==> src/rtl/dmem_arbiter.sv <==
// dmem_arbiter: two-port data-memory arbiter (CPU port A, locked-burst capable port B)
//   clk, reset            : single clock, asynchronous active-high reset
//   a_req/a_we/a_addr/a_wdata, a_gnt/a_rvalid/a_rdata : CPU port
//   b_req/b_we/b_lock/b_addr/b_wdata, b_gnt/b_rvalid/b_rdata : second port, b_lock asks for a burst
//   m_addr/m_wdata/m_write/m_read, m_rdata : data memory (combinational read data)
module dmem_arbiter #(
    parameter int MAX_WAIT  = 4,
    parameter int BURST_MAX = 8
) (
    input  logic        clk,
    input  logic        reset,
    input  logic        a_req,
    input  logic        a_we,
    input  logic [15:0] a_addr,
    input  logic [15:0] a_wdata,
    output logic        a_gnt,
    output logic        a_rvalid,
    output logic [15:0] a_rdata,
    input  logic        b_req,
    input  logic        b_we,
    input  logic        b_lock,
    input  logic [15:0] b_addr,
    input  logic [15:0] b_wdata,
    output logic        b_gnt,
    output logic        b_rvalid,
    output logic [15:0] b_rdata,
    output logic [15:0] m_addr,
    output logic [15:0] m_wdata,
    output logic        m_write,
    output logic        m_read,
    input  logic [15:0] m_rdata
);
    localparam int SW = ($clog2(MAX_WAIT + 1) > 3) ? $clog2(MAX_WAIT + 1) : 3;
    localparam int BW = ($clog2(BURST_MAX + 1) > 1) ? $clog2(BURST_MAX + 1) : 1;
    localparam logic [SW-1:0] STARVE_MAX = SW'(MAX_WAIT);
    localparam logic [BW-1:0] BEATS_MAX = BW'(BURST_MAX);

    typedef enum logic {ARB, BURST} state_e;

    state_e        state_q, state_d;
    logic [SW-1:0] starve_q, starve_d;
    logic [BW-1:0] burst_q, burst_d;
    logic          a_first_q, a_first_d;
    logic          a_rvalid_q, a_rvalid_d, b_rvalid_q, b_rvalid_d;
    logic [15:0]   a_rdata_q, a_rdata_d, b_rdata_q, b_rdata_d;
    logic          b_wins;

    always_comb begin
        // a_first_q gives A the cycle right after a full-length burst, even if B is starved
        b_wins = b_req && (!a_req || (starve_q == STARVE_MAX && !a_first_q));
        b_gnt = (state_q == BURST) ? b_req : b_wins;
        a_gnt = (state_q == ARB) && a_req && !b_wins;
        m_write = (a_gnt && a_we) || (b_gnt && b_we);
        m_read = (a_gnt && !a_we) || (b_gnt && !b_we);
        m_addr = a_gnt ? a_addr : b_gnt ? b_addr : '0;
        m_wdata = a_gnt ? a_wdata : b_gnt ? b_wdata : '0;
        starve_d = !(b_req && !b_gnt) ? '0 : (starve_q == STARVE_MAX) ? starve_q : starve_q + SW'(1);
        a_rvalid_d = a_gnt && !a_we;
        b_rvalid_d = b_gnt && !b_we;
        a_rdata_d = a_rvalid_d ? m_rdata : a_rdata_q;
        b_rdata_d = b_rvalid_d ? m_rdata : b_rdata_q;
        state_d = state_q;
        burst_d = burst_q;
        a_first_d = 1'b0;
        if (state_q == ARB) begin
            if (b_gnt && b_lock) begin
                // a one-beat burst limit is exhausted by the entry grant itself
                state_d = (BURST_MAX > 1) ? BURST : ARB;
                burst_d = (BURST_MAX > 1) ? BW'(1) : '0;
                a_first_d = (BURST_MAX <= 1);
            end
        end else if (!b_req || !b_lock) begin
            state_d = ARB;
            burst_d = '0;
        end else if (burst_q + BW'(1) == BEATS_MAX) begin
            state_d = ARB;
            burst_d = '0;
            a_first_d = 1'b1;
        end else begin
            burst_d = burst_q + BW'(1);
        end
    end

    always_ff @(posedge clk or posedge reset) begin
        if (reset) begin
            state_q <= ARB;
            starve_q <= '0;
            burst_q <= '0;
            a_first_q <= 1'b0;
            a_rvalid_q <= 1'b0;
            b_rvalid_q <= 1'b0;
            a_rdata_q <= '0;
            b_rdata_q <= '0;
        end else begin
            state_q <= state_d;
            starve_q <= starve_d;
            burst_q <= burst_d;
            a_first_q <= a_first_d;
            a_rvalid_q <= a_rvalid_d;
            b_rvalid_q <= b_rvalid_d;
            a_rdata_q <= a_rdata_d;
            b_rdata_q <= b_rdata_d;
        end
    end

    assign a_rvalid = a_rvalid_q;
    assign b_rvalid = b_rvalid_q;
    assign a_rdata = a_rdata_q;
    assign b_rdata = b_rdata_q;
endmodule

==> config.mk <==
export PLATFORM = sky130hd
export DESIGN_NAME = dmem_arbiter
export DESIGN_NICKNAME = d
export VERILOG_FILES = /design/src/rtl/dmem_arbiter.sv
export SDC_FILE = /design/constraint.sdc
export NUM_CORES = 1
export LEC_CHECK = 0
export CAP_MARGIN = 10
export CORE_MARGIN = 5
export CORE_UTILIZATION = 30
export CTS_BUF_LIST = sky130_fd_sc_hd__clkbuf_4 sky130_fd_sc_hd__clkbuf_8
export CTS_CLUSTER_DIAMETER = 150
export DETAILED_ROUTE_END_ITERATION = 12
export GPL_ROUTABILITY_DRIVEN = 0
export PLACE_DENSITY = 0.74
export SETUP_SLACK_MARGIN = 0.2
export SYNTH_ARGS = -nofsm -noshare
export SYNTH_HDL_FRONTEND = slang
export SYNTH_SLANG_ARGS = --single-unit
==> constraint.sdc <==
create_clock -name clk -period 2.5 [get_ports clk]
set_input_delay 0.75 -clock clk [delete_from_list [all_inputs] [get_ports clk]]
set_output_delay 0.75 -clock clk [all_outputs]
set_load 0.02 [all_outputs]
detail.png
Window x 59 to 84, y 59 to 84 um. Cells in gray, sequential cells in the stronger gray; small squares are vias.
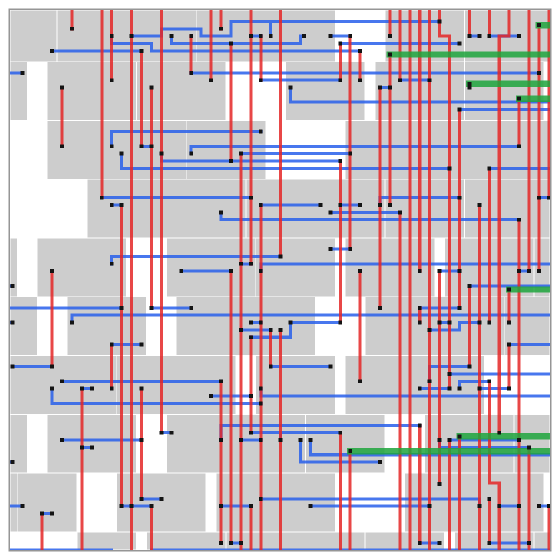
Key: metal 3 = green; metal 1 = blue; metal 2 = red
Most frequent: buf_6 (12), clkdlybuf4s50_1 (11), a22o_4 (10). Sequential cells in the window: 0. 38 logic cells have their middle in the window.

layer_met1.png
Drawn at 3 px/um.
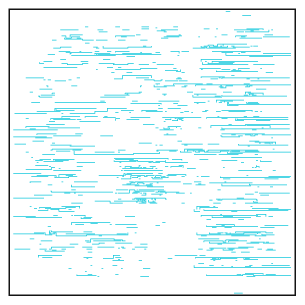
370 nets have wire on it. The layer carries 3,020 um of wire. The longest straight run is 32.2 um. The layer holds 36% of the routed length. The wires run mostly horizontal.
total routed wirelength: 8320 um
routing usage on met1: 18.8%
number of vias after detailed routing: 2,145

logic_types.png
Drawn at 3 px/um.
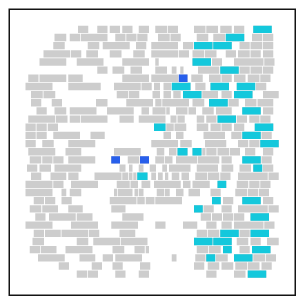
Key: non-inverting ao/oa cells = cyan [cells 37, most used a22o_4]; xor and xnor cells = blue [cells 3, most used xnor2_1]
most common library cell in the layout ignoring fill and taps: sky130_fd_sc_hd__clkdlybuf4s50_1
final cell count without fillers: 453
fraction of area in multi-input gates: 26.6%

==> summary.rpt <==
==== FLOW RESULTS ====
----------------------------------------------------
[Routing]
  Routed metal-1 wirelength ........................ between 3000 and 4000 um
  Routed vias/inst ........................ 4.74
  Detailed route wirelength on metal3 ........................ 925 um
  Highest metal layer with signal wires ........................ met4

[Logic synthesis]
  Most numerous cell types in the synthesized netlist ........................ sky130_fd_sc_hd__dfrtp_1, sky130_fd_sc_hd__a22o_1, sky130_fd_sc_hd__mux2_2
  FA/HA/MAJ Cells, Area Fraction ........................ 1.74%
  Number of nets at floorplan ........................ roughly 250
  Count of warnings emitted by yosys ........................ 0
  Yosys stat chip area ........................ around 2200 um^2
  Largest area contributor in the netlist ........................ sky130_fd_sc_hd__dfrtp_1
  Max-area cell share ........................ 49.8%
  Number of enable flip-flop cells ........................ 0

[Timing]
  Final Hold Viols ........................ 0
  Final-report setup violation count ........................ 35
  Post-route worst setup slack ........................ -199 ps
  Cycle use final ........................ 108%
  Timing-limited maximum frequency ........................ 0.370 GHz
  Setup repair after global routing missed its margin ........................ true

[Clocking]
  Number of hold buffers added after CTS ........................ 0
  Number of buffers inserted by post-CTS setup repair ........................ 9
  Latest clock arrival within the worst-skew pair ........................ 290 ps
  Clock transition at the register clock pins on the worst setup and hold paths after CTS ........................ around 80 ps
  Count of cells resized by post-cts repair ........................ 236

[Floorplan]
  Core ar. ........................ 7140 um^2
  Floorplan die width ........................ 94.8 um
  Total I/O pin count ........................ 157

[Hold path]
  Hold Crit Depth ........................ 1
  Hold wc startpoint ........................ a_rdata[15]
  Type of the most critical hold path ........................ reg2reg

[Global route]
  Number of global-route vias before repair ........................ 2,420
  Global routing's busiest layer ........................ met2
  Initial antenna violation count ........................ 0
  Overflow left after global routing ........................ 0
  GR Layer Usage met3 ........................ 6.93%

[Critical path]
  Critical path buffer and inverter count ........................ 4
  CP cell instances ........................ inv_2 -> ha_4 -> nand2_2 -> o31a_4 -> buf_12 -> buf_8 -> a22o_4 -> buf_6
  Crit path capture type ........................ primary output
  R2R setup slack ........................ 460 ps
  Cell depth of the worst flop-to-flop path ........................ 9
  Endpoint of the worst setup timing path ........................ m_wdata[0]
  Worst reg2reg path endpoint ........................ b_rdata[11]
  Worst setup path category ........................ reg2out

[Cells and area]
  Share of layout cells above drive strength 1 ........................ a little over two fifths
  Layout overhead on the synthesized area ........................ 117%
  Top library cells by usage in the layout, fill and taps aside ........................ sky130_fd_sc_hd__clkdlybuf4s50_1, sky130_fd_sc_hd__dfrtp_1, sky130_fd_sc_hd__buf_6
  Flop share of the area ........................ about 23%
  FFs & Latches ........................ 43
  Share of final layout cell area taken by non-clock buffers ........................ about 45%

[Outcome]
  Violated checks ........................ negative setup slack
  Outcome ........................ finished with violations

[Pwr]
  Top contributor to total power ........................ combinational cells
  Maximum ir drop on the vdd rail ........................ between 300 and 400 uV
  Switching part of the total power ........................ 29.6%
  Flip-flop and latch power ........................ slightly below 900 uW
  Power density relative to cell area ........................ 536 nW/um^2
  Part of the power in the clock network ........................ between 20% and 30%

[Place]
  Area of placed instances ........................ 4230 um^2

----------------------------------------------------
Power is estimated from default activity; no workload was simulated.
